Figure 1. Routed clock nets over the placement (run 1).
The bar under the picture is 50 um long.
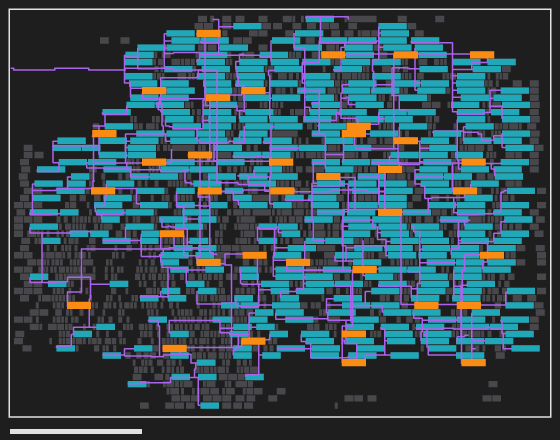
Figure 2. Clock routing (run 1).
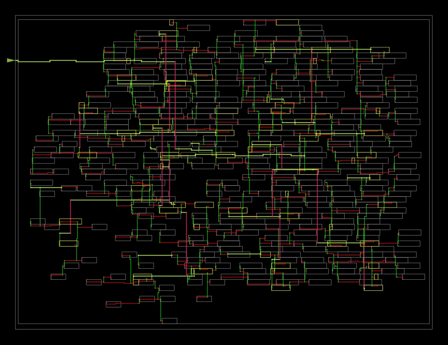
Figure 3. Where the registers sit (run 1).
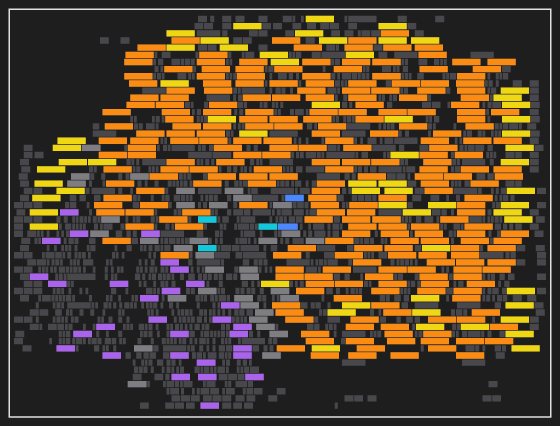
Figure 4. Signal wires on met4 (run 1).
Supply wires on this layer in gray.
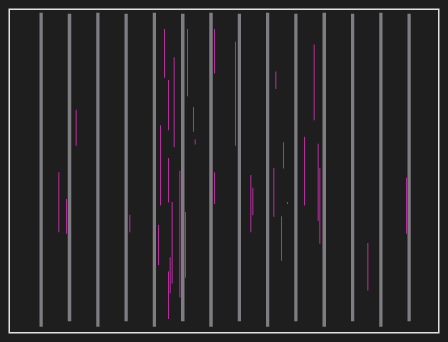
## src/rtl/cpu_fetch_pkg.sv

```systemverilog
// Shared types and constants for the instruction fetch queue.
// Entry layout pairs a fetched word with its word-address PC.
package cpu_fetch_pkg;

    localparam int INST_W = 32;
    localparam int PC_W   = 30;

    localparam logic [INST_W-1:0] NOP = 32'h00000013;

    typedef enum logic [1:0] {
        IDLE = 2'd0,
        WAIT = 2'd1,
        DROP = 2'd2
    } fetch_state_t;

    typedef struct packed {
        logic [PC_W-1:0]   pc;
        logic [INST_W-1:0] inst;
    } fetch_entry_t;

endpackage

```

## src/rtl/fetch_fifo.sv

```systemverilog
// Prefetch FIFO with registered head output and synchronous clear.
// The head register always mirrors the oldest stored entry.
module fetch_fifo
    import cpu_fetch_pkg::*;
#(
    parameter int DEPTH = 4,
    parameter int PTR_W = $clog2(DEPTH)
) (
    input  logic             clk,
    input  logic             rst,
    input  logic             clear,
    input  logic             push,
    input  logic             pop,
    input  fetch_entry_t     din,
    output fetch_entry_t     head,
    output logic             head_valid,
    output logic [PTR_W:0]   count
);

    fetch_entry_t     mem [DEPTH];
    logic [PTR_W-1:0] wr_ptr;
    logic [PTR_W-1:0] rd_ptr;
    logic [PTR_W-1:0] rd_nxt;
    logic [PTR_W:0]   count_nxt;
    logic             pop_ok;

    assign pop_ok    = pop & head_valid;
    assign rd_nxt    = rd_ptr + PTR_W'(1);
    assign count_nxt = count + (PTR_W+1)'(push) - (PTR_W+1)'(pop_ok);

    always_ff @(posedge clk) begin
        if (push) begin
            mem[wr_ptr] <= din;
        end
    end

    always_ff @(posedge clk) begin
        if (rst || clear) begin
            wr_ptr     <= '0;
            rd_ptr     <= '0;
            count      <= '0;
            head_valid <= 1'b0;
            if (rst) begin
                head <= '0;
            end
        end else begin
            if (push) begin
                wr_ptr <= wr_ptr + PTR_W'(1);
            end
            if (pop_ok) begin
                rd_ptr <= rd_nxt;
            end
            count <= count_nxt;
            if (count_nxt == '0) begin
                head_valid <= 1'b0;
            end else begin
                head_valid <= 1'b1;
                // New word becomes head when the queue is (or is about to be) empty
                if (count == '0 || (count == (PTR_W+1)'(1) && pop_ok)) begin
                    head <= din;
                end else if (pop_ok) begin
                    head <= mem[rd_nxt];
                end
            end
        end
    end

endmodule

```

## src/rtl/inst_fetch_queue.sv

```systemverilog
// Sequential instruction prefetcher: bus request FSM, fetch PC and queue.
// A flush turns an outstanding request into one whose response is dropped.
module inst_fetch_queue
    import cpu_fetch_pkg::*;
#(
    parameter int          DEPTH    = 4,
    parameter logic [29:0] RESET_PC = 30'h0,
    localparam int         PTR_W    = $clog2(DEPTH)
) (
    input  logic        clk,
    input  logic        rst,
    input  logic        fetch_en,
    input  logic        flush,
    input  logic [29:0] flush_pc,
    output logic        inst_valid,
    input  logic        inst_ready,
    output logic [31:0] inst,
    output logic [29:0] inst_pc,
    output logic        imr_run,
    output logic        i_read_req,
    output logic        i_read_w,
    output logic        i_read_hw,
    output logic [31:0] i_read_adr,
    input  logic        i_read_valid,
    input  logic [31:0] i_read_data
);

    localparam logic [PTR_W:0] FULL_CNT = (PTR_W+1)'(DEPTH);

    fetch_state_t    state;
    fetch_state_t    state_nxt;
    logic [PC_W-1:0] fetch_pc;
    logic [PC_W-1:0] req_pc;
    logic [PTR_W:0]  count;
    logic            full;
    logic            push;
    logic            pop;
    fetch_entry_t    push_entry;
    fetch_entry_t    head;

    assign full       = (count == FULL_CNT);
    assign i_read_req = (state == IDLE) & fetch_en & ~flush & ~full;
    assign i_read_w   = 1'b1;
    assign i_read_hw  = 1'b0;
    assign i_read_adr = {fetch_pc, 2'b00};
    assign imr_run    = i_read_req | (state != IDLE);

    assign push       = (state == WAIT) & i_read_valid & ~flush;
    assign pop        = inst_valid & inst_ready & ~flush;
    assign push_entry = '{pc: req_pc, inst: i_read_data};

    assign inst    = head.inst;
    assign inst_pc = head.pc;

    always_comb begin
        state_nxt = state;
        unique case (state)
            IDLE: begin
                if (i_read_req) begin
                    state_nxt = WAIT;
                end
            end
            WAIT: begin
                if (i_read_valid) begin
                    state_nxt = IDLE;
                end else if (flush) begin
                    state_nxt = DROP;
                end
            end
            DROP: begin
                if (i_read_valid) begin
                    state_nxt = IDLE;
                end
            end
            default: state_nxt = IDLE;
        endcase
    end

    always_ff @(posedge clk) begin
        if (rst) begin
            state    <= IDLE;
            fetch_pc <= RESET_PC;
            req_pc   <= '0;
        end else begin
            state <= state_nxt;
            if (i_read_req) begin
                req_pc <= fetch_pc;
            end
            if (flush) begin
                fetch_pc <= flush_pc;
            end else if (i_read_req) begin
                fetch_pc <= fetch_pc + PC_W'(1);
            end
        end
    end

    fetch_fifo #(
        .DEPTH (DEPTH),
        .PTR_W (PTR_W)
    ) u_fifo (
        .clk        (clk),
        .rst        (rst),
        .clear      (flush),
        .push       (push),
        .pop        (pop),
        .din        (push_entry),
        .head       (head),
        .head_valid (inst_valid),
        .count      (count)
    );

endmodule

```

## config.mk

```make
export PLATFORM = sky130hd
export DESIGN_NAME = inst_fetch_queue
export DESIGN_NICKNAME = d
export VERILOG_FILES = /design/src/rtl/cpu_fetch_pkg.sv /design/src/rtl/fetch_fifo.sv /design/src/rtl/inst_fetch_queue.sv
export SDC_FILE = /design/constraint.sdc
export NUM_CORES = 1
export LEC_CHECK = 0
export ABC_AREA = 1
export CAP_MARGIN = 40
export CORE_ASPECT_RATIO = 0.75
export CORE_UTILIZATION = 51
export DETAILED_ROUTE_END_ITERATION = 10
export MAX_ROUTING_LAYER = met4
export PLACE_DENSITY = 0.86
export SLEW_MARGIN = 15
export SYNTH_ARGS = -nofsm -noshare
export SYNTH_HDL_FRONTEND = slang
export SYNTH_SLANG_ARGS = --single-unit
```

## constraint.sdc

```tcl
create_clock -name clk -period 4 [get_ports clk]
set_input_delay 0.8 -clock clk [delete_from_list [all_inputs] [get_ports clk]]
set_output_delay 0.8 -clock clk [all_outputs]
set_load 0.01 [all_outputs]
```

==> notes.md, run 1 <==
fresh numbers from the pnr run: status=finished, final reports clean, max incr delay on CP=~0.56 ns, hold path startpoint=state[1], Mux cell area share=0, # Taps=399, Power per Cell Area=roughly 440 nW/um^2, overall routing resource usage=0.258, Tmin final=~3.6 ns, DP Area=roughly 18000 um^2, Slew Viols, Final=0, clk root buf=clkbuf_16, Main logic family=simple AND/OR/NAND/NOR gates, routed len/inst=19.2 um, worst path buffer plus inverter count=6, Chip Area=around 32000 um^2, yosys stat area=about 16000 um^2, cell taking the most area after synthesis=edfxtp_1, Largest register FFs=248, Peak Freq=roughly 280 MHz, Signal buffers=around 200, first-pass GRT wire length=around 61000 um, I/O Buffers=between 150 and 200, met2 routed WL=~18000 um, Simple-Gate Area Share=0.150, Switch Pwr=approximately 1.8 mW, antenna cell count=1, tool warning count=30, clock tree buffer depth=3, Critical-path top delay cell=clkdlybuf4s50_1, DR top layer=met4, Setup CP Type=in -> out, Area Growth Syn to Fin=21.3%, Reg power frac=0.526, final setup violation count=0, top cell category=flip-flops and latches, most common cell in the synthesized netlist=nand2_1, r2r setup slk=between 1 and 1.5 ns, Synth Area in XOR/XNOR=0.00222, DRT iter0 DRCs=1255, hold crit path type=reg -> reg, signal buffers share of area=0.101, EDFF count, synth=approximately 310, Critical Path Start=flush, Placed Cells=roughly 2000, GR Util met2=0.401, logic area=around 4200 um^2, Pwr top=sequential cells, hold buffer count at cts=0, Post-DRT Antenna Nets=0, yosys cell count=between 1000 and 1500, Static Leak=between 7 and 8 nW, fin cells=2039, endpoint type of the worst setup path=output port, DIE HEIGHT=~150 um, cell row count=55, crit path DRT=around 3.2 ns, Register-to-Register Path Depth=12, Synth Instances=roughly 1500, clock sink total=380, drt pass-1 iters=6, hold path cells=2, RSZ-0062 raised after global routing=no, GR met3 Demand/Resource=0.0447, Synth cell types=37, layer with the highest usage=met2, TNS Setup=0 ns, Layout Nets=around 1700, number of global-route vias before repair=11399, pin count of the biggest net entering global routing=about 89, I/O pin total=~170, critical path endpoint=i_read_req, post-route cell area=between 15000 and 20000 um^2, Slew @ Worst Pin=0.813 ns, WL final=39100 um, Hold Fails Final Rpt=0, Hold EP=state[1], Seq cells post-synth=around 380, clk slew on worst S/H paths=~0.060 ns, Pre-Place Util=0.522, worst r2r src=state[0], Hold Slack=~0.51 ns, worst-path fanout max=17, multi-input combinational area share=0.218, synth cell count leaders=nand2_1, edfxtp_1, inv_1, o21ai_0, nor2_1, DP Wirelength=roughly 24000 um, Post-CTS Resized=0
Back to the opening pictures, Figure 1:
legend:
  flip-flops:
    color: cyan
    count: 380
  clock wires:
    color: purple
    length: 4040 um
  clock drivers:
    color: orange
    count: 36
routed clock nets: 37
flops lie: widely spread
clk ins delay skew pair: 0.52 ns
proportion of power drawn by the clock network: 0.414

Back to the opening pictures, Figure 2:
Setup Skew: 0.0164 ns
flip-flops: 380
clkbuf count: 48
Num CTS Buffers: 36
Clk power: 3.52 mW

Back to the opening pictures, Figure 3:
legend:
  `u_fifo.mem`:
    color: orange
    flops: 248
  `u_fifo.rd_ptr`:
    color: blue
    flops: 2
  `fetch_pc`:
    color: purple
    flops: 30
  `u_fifo.count`:
    color: cyan
    flops: 3
  `u_fifo.head`:
    color: yellow
    flops: 62
    where: widely spread
not colored: 35
register area: 10700 um^2
Seq power: 4.47 mW
flop share of the area: 0.559
Core Util, Final: 0.632

Back to the opening pictures, Figure 4:
wire length on this layer: 835 um
nets with wire on the layer: 26
main direction: vertical

[run 1: layout by cell type (no fill, tap or decap), types with 8 or more instances in the layout]
master and count:
nand3_1 59, buf_4 28, clkdlybuf4s50_1 162, nand2_1 349
nor2_2 9, nor2_4 8, a211oi_1 11, o21ai_1 10
o21ai_0 120, a21oi_1 42, o211a_1 28, clkbuf_16 38
nand3b_1 10, edfxtp_1 310, nand4_1 36, a31oi_1 25
a22oi_1 22, clkinv_2 8, nor2_1 75, dfxtp_1 69
inv_1 153
[run 1: worst reg2reg max path: stages (launching register included)]
cell and delay [ns]:
dfxtp_1 0.35, inv_1 0.08, nor3_1 0.43, nand2_1 0.15, inv_1 0.12, ha_1 0.14, inv_1 0.04, fa_1 0.37
xnor2_1 0.15, nand3_1 0.10, o211ai_1 0.14, nand2_4 0.23, buf_12 0.27
Figure 5. Drive-strength map (run 1).
The bar under the picture is 50 um long.
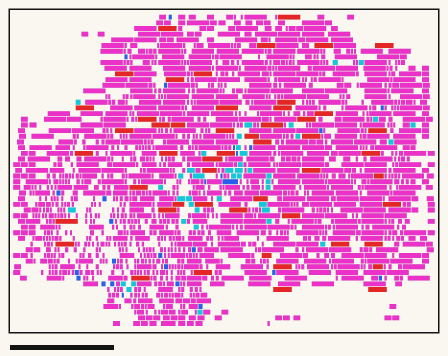

## Run 2: what changed since run 1
- CORE_ASPECT_RATIO: 0.75 -> 0.5
- CORE_MARGIN: not set -> 1.5
- SLEW_MARGIN: 15 -> 20
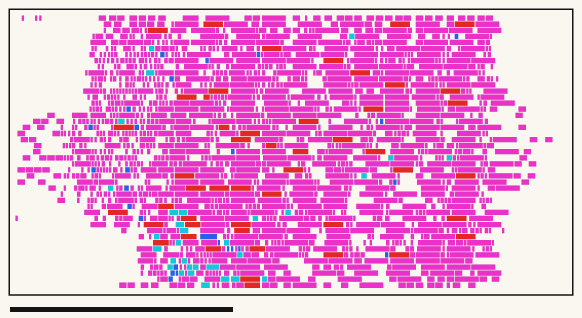
Figure 6: run 2, drive-strength map.
The bar under the picture is 100 um long.
legend:
  _3 and _4 cells:
    color: cyan
    cells: 31
  _0 and _1 cells:
    color: magenta
    cells: 1517
  _2 cells:
    color: blue
    cells: 26
  _6 and larger:
    color: red
    cells: 49

==> run 2 against run 1 <==
Compared with the run above:
- critical path depth shrank 1
- first-iteration DRC count grew 16%
- maximum frequency grew 8.1%
- synthesized cell count is the same
- register-to-register slack gained 0.18 ns
- global-route usage shrank 1.6 points
- worst hold slack lost 0.0072 ns
- non-clock buffer count shrank 8
- sequential share of layout area grew 0.57 points
- largest power group unchanged
- highest routed layer unchanged
==> notes.md, run 2 <==
fresh numbers from the pnr run: yosys stat area=15800 um^2 (unchanged), Peak Freq=302 MHz (+8.1%), Synth Area in XOR/XNOR=0.00222 (unchanged), synth cell count leaders=nand2_1, edfxtp_1, inv_1, o21ai_0, nor2_1, Clk power=3.08 mW (-13%), DR top layer=met4, routed len/inst=18.9 um (-1.6%), max incr delay on CP=0.53 ns (-0.03 ns), most common cell in the synthesized netlist=nand2_1, TNS Setup=0 ns (unchanged), Post-DRT Antenna Nets=0 (unchanged), Static Leak=7.10 nW (-1.7%), clock tree buffer depth=3 (unchanged), I/O Buffers=162 (unchanged), WL final=38200 um (-2.4%), worst-path fanout max=17 (unchanged), # Taps=399 (unchanged), I/O pin total=167 (unchanged), clkbuf count=41 (-15%), GR Util met2=0.407 (+0.00664), Pwr top=sequential cells, Largest register FFs=248 (unchanged), status=finished, final reports clean, tool warning count=30 (unchanged), layer with the highest usage=met2, DRT iter0 DRCs=1461 (+16%), Setup CP Type=in -> out, Pre-Place Util=0.519 (-0.00215), DIE HEIGHT=127 um (-17%), clk root buf=clkbuf_16, Top Layout Cells=nand2_1, edfxtp_1, clkdlybuf4s50_1, RSZ-0062 raised after global routing=no, fin cells=2023 (-0.78%), flip-flops=380 (unchanged), Setup Skew=0.0119 ns (-0.00445 ns), register area=10700 um^2 (unchanged), Hold Fails Final Rpt=0 (unchanged), endpoint type of the worst setup path=output port, clk slew on worst S/H paths=0.06 ns (about the same), cell row count=45 (-18%), final setup violation count=0 (unchanged), Tmin final=3.31 ns (-0.268 ns), dominant logic cell type in the layout=nand2_1, Main logic family=simple AND/OR/NAND/NOR gates, hold crit path type=reg -> reg, worst r2r src=u_fifo.head_valid, Post-CTS Resized=0 (unchanged), Mux cell area share=0 (unchanged), Seq power=4.47 mW (about the same), Signal buffers=187 (-4.1%), clk ins delay skew pair=0.51 ns (about the same), r2r setup slk=1.26 ns (+0.18 ns), Hold Slack=0.499 ns (-0.00720 ns), post-route cell area=19000 um^2 (-1.0%), Area Growth Syn to Fin=20.0%, met2 routed WL=18800 um (+1.7%), number of global-route vias before repair=10915 (-4.2%), Chip Area=32100 um^2 (+1.3%), DP Wirelength=22300 um (-8.3%)
run 2: cell types whose count changed in the layout (fill, tap and decap cells not counted), moves of 2 or more:
cell / before / now
buf_12: 4 / 10
buf_4: 28 / 15
bufinv_16: 4 / 0
clkbuf_1: 7 / 3
clkbuf_16: 38 / 36
clkinv_1: 2 / 4
run 2: worst min path at each step:
stage	start	end	slack, ns	depth (start not counted)
after global placement	req_pc[24]	u_fifo.mem[0][56]	0.47	0
after floorplan	req_pc[3]	u_fifo.mem[0][35]	0.46	0
after global routing	req_pc[19]	u_fifo.mem[1][51]	0.52	0
final	req_pc[18]	u_fifo.mem[2][50]	0.50	0
after detailed placement	req_pc[18]	u_fifo.mem[1][50]	0.49	0
after CTS	req_pc[18]	u_fifo.mem[1][50]	0.50	0
Power is estimated from default activity; no workload was simulated.
